==> src/rtl/lcd_cmd_sequencer.sv <==
// lcd_cmd_sequencer
// HD44780-style character-LCD bus sequencer. Latches a burst of up to DEPTH
// command/data entries on a start strobe and plays them onto the LCD bus
// with programmable setup, enable-pulse, hold and settle timing. Supports
// 8-bit and 4-bit (high nibble first) bus modes, and applies a long settle
// after clear/home commands.
//
// Ports
//   clk       system clock
//   rst       synchronous active-high reset
//   start     one-cycle burst request, accepted only while busy=0
//   entries   packed entries, entry i = entries[9*i +: 9] = {RS, byte}
//   count     number of entries to send (clamped to DEPTH), sampled with start
//   busy      high while a burst is in progress
//   done      one-cycle pulse when a burst finishes
//   lcd_data  DB7..DB0 (4-bit mode: nibble on [7:4], [3:0]=0)
//   lcd_rs    register select
//   lcd_rw    read/write, always write (0)
//   lcd_en    enable strobe
//
// state | meaning
// IDLE  | waiting for start; bus outputs hold the last entry
// SETUP | RS/data stable, enable low
// PULSE | enable high
// HOLD  | enable low, RS/data still held
// WAIT  | settle time after an entry (long for clear/home)
module lcd_cmd_sequencer #(
  parameter int DEPTH         = 4,
  parameter int BUS_4BIT      = 0,
  parameter int SETUP_CYC     = 2,
  parameter int PULSE_CYC     = 12,
  parameter int HOLD_CYC      = 2,
  parameter int WAIT_CYC      = 2000,
  parameter int LONG_WAIT_CYC = 80000
) (
  input  logic                         clk,
  input  logic                         rst,
  input  logic                         start,
  input  logic [9*DEPTH-1:0]           entries,
  input  logic [$clog2(DEPTH+1)-1:0]   count,
  output logic                         busy,
  output logic                         done,
  output logic [7:0]                   lcd_data,
  output logic                         lcd_rs,
  output logic                         lcd_rw,
  output logic                         lcd_en
);

  localparam int CW    = $clog2(DEPTH+1);
  localparam int IW    = (DEPTH > 1) ? $clog2(DEPTH) : 1;
  localparam int MAX01 = (SETUP_CYC > PULSE_CYC) ? SETUP_CYC : PULSE_CYC;
  localparam int MAX23 = (HOLD_CYC > WAIT_CYC) ? HOLD_CYC : WAIT_CYC;
  localparam int MAXA  = (MAX01 > MAX23) ? MAX01 : MAX23;
  localparam int MAXC  = (MAXA > LONG_WAIT_CYC) ? MAXA : LONG_WAIT_CYC;
  localparam int TW    = $clog2(MAXC + 1);

  localparam logic [TW-1:0] SETUP_LD = TW'(SETUP_CYC - 1);
  localparam logic [TW-1:0] PULSE_LD = TW'(PULSE_CYC - 1);
  localparam logic [TW-1:0] HOLD_LD  = TW'(HOLD_CYC - 1);
  localparam logic [TW-1:0] WAIT_LD  = TW'(WAIT_CYC - 1);
  localparam logic [TW-1:0] LONG_LD  = TW'(LONG_WAIT_CYC - 1);

  typedef enum logic [2:0] {
    IDLE  = 3'd0,
    SETUP = 3'd1,
    PULSE = 3'd2,
    HOLD  = 3'd3,
    WAIT  = 3'd4
  } state_t;

  state_t             state, stateNext;
  logic [TW-1:0]      timer, timerNext;
  logic [IW-1:0]      idx, idxNext;
  logic               lowNib, lowNibNext;
  logic [9*DEPTH-1:0] entriesReg;
  logic [CW-1:0]      countReg, countClamped;
  logic               doneNext, latchBurst, loadBus;
  logic [8:0]         curEntry, nextEntry;
  logic [9*DEPTH-1:0] srcEntries;
  logic               isLongWait, lastEntry;

  assign countClamped = (count > CW'(DEPTH)) ? CW'(DEPTH) : count;
  assign lastEntry    = ((CW'(idx) + CW'(1)) == countReg);
  assign isLongWait   = ~curEntry[8] &&
                        (curEntry[7:0] == 8'h01 || curEntry[7:0] == 8'h02 ||
                         curEntry[7:0] == 8'h03);

  // Entry currently on the bus (drives the settle-length decision).
  always_comb begin
    curEntry = '0;
    for (int i = 0; i < DEPTH; i++) begin
      if (IW'(i) == idx) curEntry = entriesReg[9*i +: 9];
    end
  end

  // Entry about to be driven; on the start cycle it comes straight from the
  // input port because the burst registers are loaded on the same edge.
  assign srcEntries = (state == IDLE) ? entries : entriesReg;
  always_comb begin
    nextEntry = '0;
    for (int i = 0; i < DEPTH; i++) begin
      if (IW'(i) == idxNext) nextEntry = srcEntries[9*i +: 9];
    end
  end

  always_comb begin
    stateNext  = state;
    timerNext  = timer;
    idxNext    = idx;
    lowNibNext = lowNib;
    doneNext   = 1'b0;
    latchBurst = 1'b0;
    loadBus    = 1'b0;
    case (state)
      IDLE: begin
        if (start) begin
          latchBurst = 1'b1;
          if (countClamped == '0) begin
            doneNext = 1'b1;
          end else begin
            stateNext  = SETUP;
            timerNext  = SETUP_LD;
            idxNext    = '0;
            lowNibNext = 1'b0;
            loadBus    = 1'b1;
          end
        end
      end
      SETUP: begin
        if (timer == '0) begin
          stateNext = PULSE;
          timerNext = PULSE_LD;
        end else begin
          timerNext = timer - TW'(1);
        end
      end
      PULSE: begin
        if (timer == '0) begin
          stateNext = HOLD;
          timerNext = HOLD_LD;
        end else begin
          timerNext = timer - TW'(1);
        end
      end
      HOLD: begin
        if (timer == '0) begin
          if ((BUS_4BIT != 0) && !lowNib) begin
            stateNext  = SETUP;
            timerNext  = SETUP_LD;
            lowNibNext = 1'b1;
            loadBus    = 1'b1;
          end else begin
            stateNext = WAIT;
            timerNext = isLongWait ? LONG_LD : WAIT_LD;
          end
        end else begin
          timerNext = timer - TW'(1);
        end
      end
      WAIT: begin
        if (timer == '0) begin
          if (lastEntry) begin
            stateNext = IDLE;
            doneNext  = 1'b1;
          end else begin
            stateNext  = SETUP;
            timerNext  = SETUP_LD;
            idxNext    = idx + IW'(1);
            lowNibNext = 1'b0;
            loadBus    = 1'b1;
          end
        end else begin
          timerNext = timer - TW'(1);
        end
      end
      default: stateNext = IDLE;
    endcase
  end

  always_ff @(posedge clk) begin
    if (rst) begin
      state      <= IDLE;
      timer      <= '0;
      idx        <= '0;
      lowNib     <= 1'b0;
      entriesReg <= '0;
      countReg   <= '0;
      done       <= 1'b0;
      lcd_en     <= 1'b0;
      lcd_rs     <= 1'b0;
      lcd_data   <= 8'h00;
    end else begin
      state  <= stateNext;
      timer  <= timerNext;
      idx    <= idxNext;
      lowNib <= lowNibNext;
      done   <= doneNext;
      // Registered enable keeps the LCD strobe glitch-free.
      lcd_en <= (stateNext == PULSE);
      if (latchBurst) begin
        entriesReg <= entries;
        countReg   <= countClamped;
      end
      if (loadBus) begin
        lcd_rs <= nextEntry[8];
        if (BUS_4BIT != 0) begin
          lcd_data <= lowNibNext ? {nextEntry[3:0], 4'h0} : {nextEntry[7:4], 4'h0};
        end else begin
          lcd_data <= nextEntry[7:0];
        end
      end
    end
  end

  assign busy   = (state != IDLE);
  assign lcd_rw = 1'b0;

endmodule
==> config.mk <==
export PLATFORM = sky130hd
export DESIGN_NAME = lcd_cmd_sequencer
export DESIGN_NICKNAME = d
export VERILOG_FILES = /design/src/rtl/lcd_cmd_sequencer.sv
export SDC_FILE = /design/constraint.sdc
export NUM_CORES = 1
export LEC_CHECK = 0
export ABC_AREA = 0
export CAP_MARGIN = 40
export CORE_UTILIZATION = 55
export DETAILED_ROUTE_END_ITERATION = 7
export PLACE_DENSITY_LB_ADDON = 0.2
export SLEW_MARGIN = 20
export SYNTH_ARGS = -nofsm -noshare
export SYNTH_HDL_FRONTEND = slang
export SYNTH_SLANG_ARGS = --single-unit
export TNS_END_PERCENT = 20
==> constraint.sdc <==
create_clock -name clk -period 4.63 [get_ports clk]
set_input_delay 1.389 -clock clk [delete_from_list [all_inputs] [get_ports clk]]
set_output_delay 1.389 -clock clk [all_outputs]
set_load 0.005 [all_outputs]
**Run 1: M1 wires**

Drawn at 6 px/um. Supply wires on this layer in grey. Cells faint in the background.
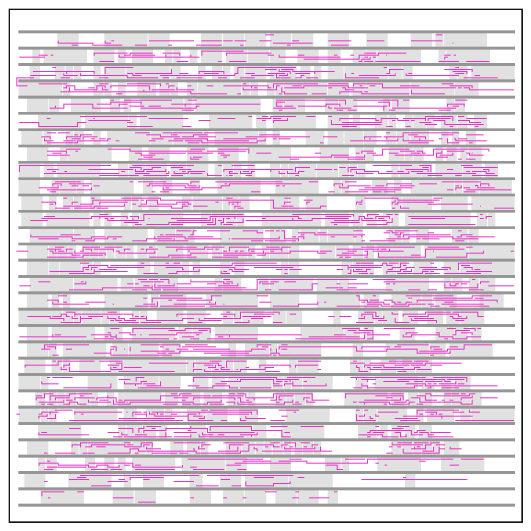
nets with wire on the layer = 517
main direction = horizontal
longest straight run = 21.6 um
share of all routed wire = 42%
wire length on this layer = 4420 um

**Run 1: M4 wires**

Drawn at 6 px/um. Supply wires on this layer in grey.
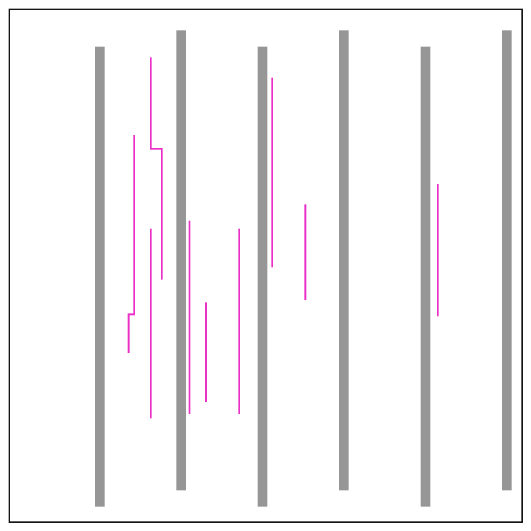
main direction = vertical
wire length on this layer = 254 um

==> run notes, run 1 <==
Notes on the physical implementation.

- The flow ran to the end, and the final reports show no timing, DRC or antenna violations.
- The reg-to-reg startpoint is idx[0], for reference.
- In this run the vertical extent of the chip is 85.2 um.
- The number of sequential cells in the layout is 72, for reference.
- TritonCTS built the clock tree.
- The number of DRC markers after the initial detailed-route iteration is 291, for reference.
- The distinct cell type count of the synthesized netlist is 64, for reference.
- The multi-input gate share of total cell area is 47.7%, for reference.
- In this run, synthesis produced a sequential element count of 72.
- The met2 wire length is 5180 um, for reference.
- The depth of the worst register-to-register path is 9, for reference.
- The kind of path behind the tightest hold check is flop to flop, for reference.
- The post-CTS repair timing setup buffer count is 0, for reference.
- The number of antenna violations at the first check in global routing came to 0.
- For met2 alone, demand over resource in global routing was 52.2%.
- The headroom to the max-slew limit is 46.0%, for reference.
- For this run, the leading register cell type out of synthesis is sky130_fd_sc_hd__dfxtp_1.
- The worst vdd rail ir drop is 0.358 mV, for reference.
- The tally of max-capacitance violations is 0, for reference.
- The initialized floorplan defines 29 standard-cell rows.
- After technology mapping, the gate count stands at 487.
- The worst-case setup margin in the final layout is 0.983 ns, for reference.
- The smallest clock period supported by the final layout is computed as 3.65 ns.
- Synthesis produced a netlist with a net count of 535.
- The most common logic cells in the final layout are 104 x sky130_fd_sc_hd__nand2_1, 72 x sky130_fd_sc_hd__dfxtp_1, 58 x sky130_fd_sc_hd__a21oi_1.
- The count of buffers not belonging to the clock network in the layout is 60, for reference.
- The clock buffer instance count of the final layout is 9, for reference.
- The clock tree skew after final layout is 0.00747 ns, for reference.
- The filler cell count in the final layout is 538, for reference.
- The number of gates resized after CTS was 0.
- The highest routing layer actually used is met4, for reference.
- The die footprint is 0.00726 mm^2, for reference.
- entriesReg holds more flip-flops than any other register.
- The number of nets in the final layout is 575, for reference.
- Wire segments on met3 add up to 624 um in the final route.
- After detailed routing, the wire length on met1 is 4420 um.
- The pre-CTS setup check shows a worst slack of 0.834 ns.
- Clock latency on the worst-skew pair, taken at its later pin, is 0.35 ns.
- The estimated wirelength of the detail-placed design is 7220 um, for reference.
- The endpoint identified for the worst register-to-register timing path is lcd_rs.
- The sequential cell area in the final layout is 0.00144 mm^2, for reference.
- Setup violations remaining at the end of the flow were counted as 0.
- The inserted tap cell count is 77, for reference.
- The standard cell core area is 0.00653 mm^2, for reference.
- Of the total synthesized cell area, the portion taken by AND-OR and OR-AND cells is 21.5%.
- The worst setup path is captured at a flop.
- TritonRoute output was used to compute an average wire per cell of 17.2 um.
- The longest incremental delay of any stage on the critical path is reported as 0.85 ns.
- The logs give a warning total of 30.
- During I/O placement, the number of pins put on the boundary was 55.
- The CTS sink count is 72, for reference.
- Counting the buffers created by CTS gives 9.
- The total stage count of the critical path is 9, for reference.
- The portion of netlist area occupied by mux cells is 3.71%, for reference.
- In this run the deepest clock path goes through 2 buffers.
- The via count normalized by instance count is 6.23, for reference.
- For the pin with the worst max-slew slack, the measured transition is 0.809 ns.
- The cell area that synthesis handed to floorplanning was 0.00381 mm^2.
- The cell area reported after detailed placement is 0.00433 mm^2, for reference.
- Global routing put the most usage on met2.
- The number of standard cells in the layout, taps in and fillers out is 609, for reference.
**Run 1: sequential cells grouped by signal name**

Drawn at 6 px/um. Other sequential cells in the stronger grey, the rest of the logic in the fainter grey.
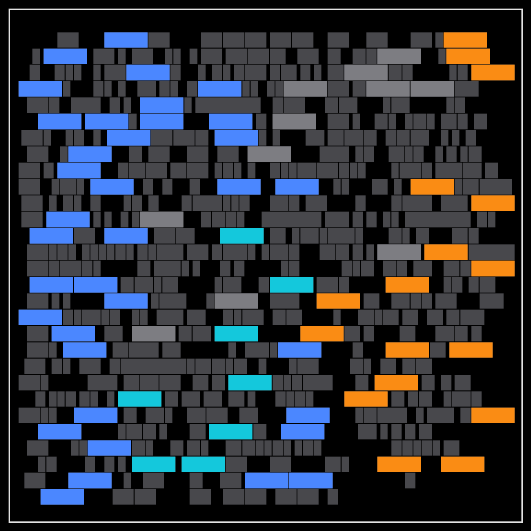
orange -> timer  # flops 17
cyan -> lcd_data  # flops 8
blue -> entriesReg  # flops 36
not coloured = 11

run 1: power by group:
| group | internal [mW] | switching (mW) |
|---|---|---|
| clock network | 0.359 | 0.255 |
| logic | 0.563 | 0.883 |
| registers | 0.783 | 0.183 |
| total | 1.70 | 1.32 |
run 1: synth_stat cells (3+ instances only):
master | count | area share, %
sky130_fd_sc_hd__nand2b_1 | 5 | 0.82
sky130_fd_sc_hd__dfxtp_1 | 72 | 38
sky130_fd_sc_hd__or3_1 | 8 | 1.3
sky130_fd_sc_hd__xor2_1 | 3 | 0.69
sky130_fd_sc_hd__ha_1 | 6 | 2.0
sky130_fd_sc_hd__o211ai_1 | 9 | 1.8
sky130_fd_sc_hd__nand2_1 | 104 | 10
sky130_fd_sc_hd__inv_1 | 7 | 0.69
sky130_fd_sc_hd__o2111ai_1 | 7 | 1.6
sky130_fd_sc_hd__buf_4 | 6 | 1.2
sky130_fd_sc_hd__buf_2 | 5 | 0.66
sky130_fd_sc_hd__o311ai_0 | 3 | 0.69
sky130_fd_sc_hd__nor4b_1 | 4 | 0.92
sky130_fd_sc_hd__a31oi_1 | 4 | 0.66
sky130_fd_sc_hd__nor3_1 | 10 | 1.3
sky130_fd_sc_hd__a21oi_1 | 58 | 7.6
sky130_fd_sc_hd__o22ai_1 | 13 | 2.1
sky130_fd_sc_hd__o21ai_0 | 7 | 0.92
sky130_fd_sc_hd__a22oi_1 | 7 | 1.4
sky130_fd_sc_hd__mux2i_1 | 13 | 3.4
sky130_fd_sc_hd__nand3b_1 | 4 | 0.79
sky130_fd_sc_hd__nor4_1 | 9 | 1.5
sky130_fd_sc_hd__nand3_1 | 23 | 3.0
sky130_fd_sc_hd__clkbuf_1 | 18 | 1.8
sky130_fd_sc_hd__nor2_1 | 32 | 3.2
sky130_fd_sc_hd__a211o_1 | 3 | 0.69
==> run 2: changes to the inputs <==
Settings changed: CORE_UTILIZATION 55 to 49.
Clock period 4.63 ns to 3.25 ns, I/O delays scaled along.
**Run 2: sequential cells grouped by signal name**

Drawn at 4 px/um. Other sequential cells in the stronger grey, the rest of the logic in the fainter grey.
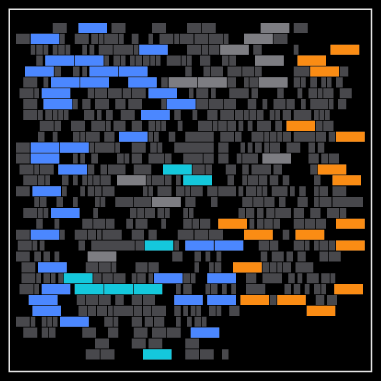
cyan -> lcd_data  # flops 8
blue -> entriesReg  # flops 36
orange -> timer  # flops 17

**Run 2: routing congestion map**

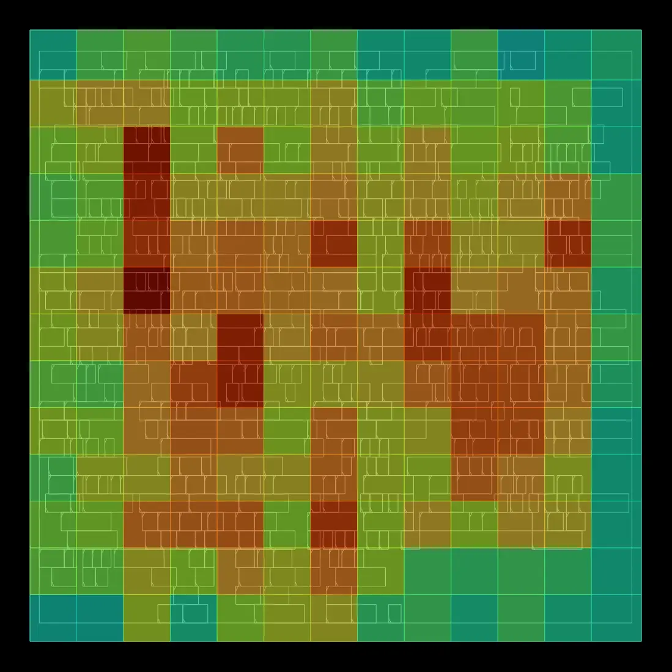
met3 global-route usage: 3.47%
met2 Resource Use GR: 42.5%
busiest layer in global routing: met2
post-DR wirelength/cell: 16.0 um
overall track demand over capacity in global routing: 26.5%

**Run 2: signal wires by layer**

Drawn at 4 px/um. Two of the layers only.
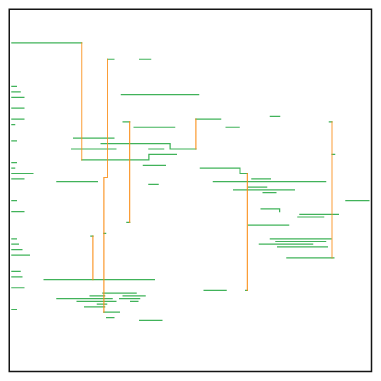
green -> M3  # wire length 477 um
orange -> M4  # wire length 200 um

==> run notes, run 2 <==
Notes on the physical implementation.

- The share of the synthesized netlist area taken by xor and xnor gates came to 0.920% (unchanged).
- The clock distribution power is 725 uW (was 614 uW), for reference.
- The later-pin clock latency in the skew report is 0.36 ns (was 0.35 ns).
- The cell leakage power is 1.71 nW (was 1.68 nW), for reference.
- The tally of max-capacitance violations is 0 (unchanged), for reference.
- The start-to-end type of the worst setup path is input pin to flop (was flop to flop), for reference.
- The total wire length is 10300 um (was 10500 um), for reference.
- The biggest power consumer among the groups is combinational cells (unchanged).
- The leading cell type by number of instances after synthesis was sky130_fd_sc_hd__nand2_1 (unchanged).
- The sequential cell area in the final layout came to 0.00144 mm^2 (unchanged).
- The quantity of gates resized following cts is 0 (unchanged), for reference.
- The global-route wire length before repair is 17500 um (was 17400 um), for reference.
- The portion of netlist area occupied by mux cells is 3.71% (unchanged), for reference.
- The cell depth of the worst hold path is 2 (unchanged), for reference.
- Highest-count cells in the layout ignoring fill and taps: 104 x sky130_fd_sc_hd__nand2_1, 72 x sky130_fd_sc_hd__dfxtp_1, 58 x sky130_fd_sc_hd__a21oi_1 (unchanged).
- The proportion of layout cells with a drive suffix above 1 is 9.24% (was 7.71%), for reference.
- The net count entering floorplan is 535 (unchanged), for reference.
- The number of setup violations in the final report came to 0 (unchanged).
- The cell with the biggest individual delay on the critical path was sky130_fd_sc_hd__clkdlybuf4s50_1 (was sky130_fd_sc_hd__dfxtp_1).
- The category of the worst setup path capture point is a flop (unchanged), for reference.
- The number of nets in the final layout is 584 (was 575), for reference.
- The number of vias after detailed routing came to 3779 (was 3795).
- The sequential element share of the synthesized area came to 37.8% (unchanged).
- The dominant delay contributor by cell family on the critical path is buffers and inverters (was flip-flops).
- The standard-cell row count is 31 (was 29), for reference.
- The number of antenna violations at the first check in global routing was 0 (unchanged).
- The via count normalized by instance count was 5.90 (was 6.23).
- The area fraction of the dominant cell type after synthesis was 37.8% (unchanged).
- The data required time of the critical path is 3.49 ns (was 4.90 ns), for reference.
- The start point of the critical path is start (was idx[0]), for reference.
- The worst vdd rail ir drop came to 0.373 mV (was 0.358 mV).
- The standard cell core area is 0.00737 mm^2 (was 0.00653 mm^2), for reference.
- The basic-gate share of the synthesized area counting and, or, nand and nor cells was 28.8% (unchanged).
- The register-to-register path setup slack was 0.52 ns (was 0.98 ns).
- The total number of H-tree levels was 3 (unchanged).
- The number of antenna cells inserted came to 0 (unchanged).
- The total standard cell area after synthesis is 0.00381 mm^2 (unchanged), for reference.
- The final weighted congestion in routability-driven placement came to 0.899 (was 0.901).
- The post-synth tally of flip-flops with integrated enable is 0 (unchanged), for reference.
- The post-CTS repair timing setup buffer count is 0 (unchanged).
- The share of async-settable or async-resettable flops after synthesis is 0% (unchanged), for reference.
- The top cell type by total area after synthesis is sky130_fd_sc_hd__dfxtp_1 (unchanged), for reference.
- Result of the run: finished, final reports clean (unchanged).
- The count of buffers inserted at the top-level ports is 53 (unchanged), for reference.
- The worst hold slack after final layout is 0.476 ns (was 0.471 ns), for reference.
- The aggregate negative setup slack came to 0 ns (unchanged).
- The worst-case setup margin in the final layout came to 0.476 ns (was 0.983 ns).
- The CTS sink count was 72 (unchanged).
- The flip-flop cell with the highest count after synthesis is sky130_fd_sc_hd__dfxtp_1 (unchanged), for reference.
- The die boundary width came to 90.2 um (was 85.2 um).
- The top logic cell by instance count in the layout is sky130_fd_sc_hd__nand2_1 (unchanged).
- RSZ-0062 raised after global routing: false (unchanged).
- Series of cell instances along the critical path: clkdlybuf4s50_1, or4b_1, nor2_1, buf_4, buf_4, nor2_1, a22oi_1, o22ai_1 (was inv_1, ha_1, xor2_1, nor3_2, nor4_2, buf_4, mux2i_1, nor2_1, o22ai_1).
- The power attributed to combinational cells is 2.07 mW (was 1.45 mW), for reference.
- The die footprint is 0.00813 mm^2 (was 0.00726 mm^2), for reference.
- The average instance area after synthesis is 7.82 um^2 (unchanged), for reference.
- The clock network fraction of design power is 17.4% (was 20.3%), for reference.
- The power per cell area is 898 mW/mm^2 (was 661 mW/mm^2), for reference.
- The clock tree skew after final layout came to 0.00711 ns (was 0.00747 ns).
- The total CTS buffers was 9 (unchanged).
- For the finished layout, the period the worst path requires is 2.77 ns.
- The number of global-route vias before repair came to 3519 (was 3656).
- The total cells reported by yosys after synthesis is 487 (unchanged), for reference.
- The number of flip-flops under the largest register name is 36 (unchanged), for reference.
- The power in sequential cells is 1.37 mW (was 966 uW).
- The relative area change from synthesis to final layout is 21.7% (was 20.1%), for reference.
- The flip-flop and latch count after synthesis is 72 (unchanged), for reference.
- The final routed DRC violation total is 0 (unchanged).
- The register name with the most flops is entriesReg (unchanged).
- The maximum number of pins on one net before global-route repair is 39 (was 65), for reference.
- The combined area of the multi-input logic cells came to 0.00218 mm^2 (unchanged).
- The end point of the critical path is lcd_data[2] (was lcd_rs), for reference.
- The quantity of hold-fixing buffers added after cts is 0 (unchanged), for reference.
- The maximum fanout count along the critical path was 15 (was 20).
- The Yosys warning count was 0 (unchanged).
- The filler cell count in the final layout is 665 (was 538), for reference.
- The count of boundary I/O pins was 55 (unchanged).
- The pre-CTS setup slack is 0.151 ns (was 0.834 ns), for reference.
- The distinct cell type count of the synthesized netlist is 64 (unchanged).
- The internal power contribution is 2.31 mW (was 1.70 mW), for reference.
- The tool warning count is 30 (unchanged), for reference.
- The number of DRC markers after the initial detailed-route iteration is 223 (was 291), for reference.
- The cell at the root of the clock tree is sky130_fd_sc_hd__clkbuf_8 (unchanged).
- The total power after layout came to 4.16 mW (was 3.03 mW).
- The number of nets still failing antenna checks after routing came to 0 (unchanged).
- The clock tree from TritonCTS is built (unchanged), for reference.
- The pin slew with the least headroom to its limit is 0.691 ns (was 0.809 ns), for reference.
- The share of synthesized cell area in and-or and or-and compound cells is 21.5% (unchanged), for reference.
- The max-slew violation total from the final report was 0 (unchanged).
- The leftover overflow at the end of global routing is 0 (unchanged), for reference.
- The total stage count of the critical path came to 8 (was 9).
- The highest cell delay on the worst timing path is 0.51 ns (was 0.85 ns).
- The hold violation total from the final report is 0 (unchanged), for reference.
- The core utilization at floorplan came to 51.7% (was 58.3%).
- The reg-to-reg startpoint is idx[0] (unchanged).
- The final critical path takes up 85.4% of the cycle.
- The headroom to the max-slew limit came to 52.6% (was 46.0%).
- The estimated wirelength of the detail-placed design is 7360 um (was 7220 um), for reference.
- The proportion of power drawn by combinational gates is 49.6% (was 47.8%).
- The fraction of power spent switching nets is 44.6% (was 43.7%), for reference.
- The switching component of the power was 1.85 mW (was 1.32 mW).
- The largest combinational cell category by area is simple AND/OR/NAND/NOR gates (unchanged).
- The number of cells produced by synthesis is 487 (unchanged).
- The arrival time at the worst endpoint is 3.01 ns (was 3.92 ns), for reference.
- The worst-case clock buffer depth came to 2 (unchanged).
- The area fraction in full adders, half adders and majority gates came to 2.23% (unchanged).
- The register share of total power is 33.0% (was 31.9%), for reference.
- The clock transition at the registers of the reported paths is 0.08 ns (about the same).
- The first-pass detailed-route iteration total is 5 (unchanged), for reference.
- Largest registers ranked by flip-flop count: entriesReg: 36 flops, timer: 17 flops, lcd_data: 8 flops (unchanged).
- The kind of path behind the tightest hold check is flop to flop (unchanged), for reference.
- Timing would allow up to 361 MHz.
- Area contributors post-synth: sky130_fd_sc_hd__dfxtp_1 38%, sky130_fd_sc_hd__nand2_1 10%, sky130_fd_sc_hd__a21oi_1 7.6%, sky130_fd_sc_hd__mux2i_1 3.4%, sky130_fd_sc_hd__nor2_1 3.2% (unchanged).
- The end of the worst register-to-register path is lcd_data[3] (was lcd_rs), for reference.
- The die boundary height is 90.2 um (was 85.2 um), for reference.
- The chip area line of the yosys report is 0.00381 mm^2 (unchanged), for reference.
- Synth top cells by count: 104 x sky130_fd_sc_hd__nand2_1, 72 x sky130_fd_sc_hd__dfxtp_1, 58 x sky130_fd_sc_hd__a21oi_1 (unchanged).
- The number of buffers and inverters on the critical path was 3 (was 2).
- The sort of element at the start of the critical path was an input pin (was flop).
- The depth of the worst register-to-register path was 9 (unchanged).
[run 2: cell count changes in the layout (fill, tap and decap cells not counted), sizes merged]
cell,before,now
buf,8,17
bufinv,3,1
clkinv,5,6
clkinvlp,1,2
[run 2: per-stage QoR]
stage               util (%)  cell area (um^2)  std cells
floorplan                  -              3810        487
global placement        60.2              4440        624
detailed placement      60.2              4440        624
CTS                     62.9              4640        640
global route            62.9              4640        640
finish                  62.9              4640        640
[run 2: cell type report]
| class | count | share of cell area (%) |
|---|---|---|
| Multi-Input combinational cell | 375 | 47.1 |
| Sequential cell | 72 | 31.1 |
| Timing Repair Buffer | 69 | 14.2 |
| Clock buffer | 9 | 2.67 |
| Tap cell | 99 | 2.67 |
| Clock inverter | 7 | 1.57 |
| Inverter | 9 | 0.729 |
[run 2: worst min-delay path: stages, from the launching register on]
cell	delay (ns)
sky130_fd_sc_hd__dfxtp_1	0.33
sky130_fd_sc_hd__nand2_1	0.06
sky130_fd_sc_hd__a21oi_1	0.05
[run 2: worst min path at each step]
stage                     start     endpoint  slack (ns)
finish              countReg[1]  countReg[1]        0.48
global placement    countReg[1]  countReg[1]        0.46
floorplan           countReg[1]  countReg[1]        0.44
CTS                 countReg[1]  countReg[1]        0.48
detailed placement  countReg[1]  countReg[1]        0.47
global route        countReg[1]  countReg[1]        0.50
[run 2: logic make-up after synthesis]
kind of cell	after synthesis
simple gates	222
compound gates	127
flops	72
buf+inv	40
mux	14
fa+ha+maj	7
xor+xnor	4
other cells	1
[run 2: per-layer routing]
metal | share of wire (%) | up-vias | wire [um] | GRT usage (%)
met2 | 48 | 124 | 4980 | 42.5
li1 | - | 1853 | - | -
met5 | 0 | - | 0 | 0
met4 | 1.9 | 0 | 200 | 10.6
met1 | 45 | 1785 | 4610 | 36.1
met3 | 4.6 | 17 | 477 | 3.47
Power figures rest on the tool's default switching activity, not on a simulated workload.
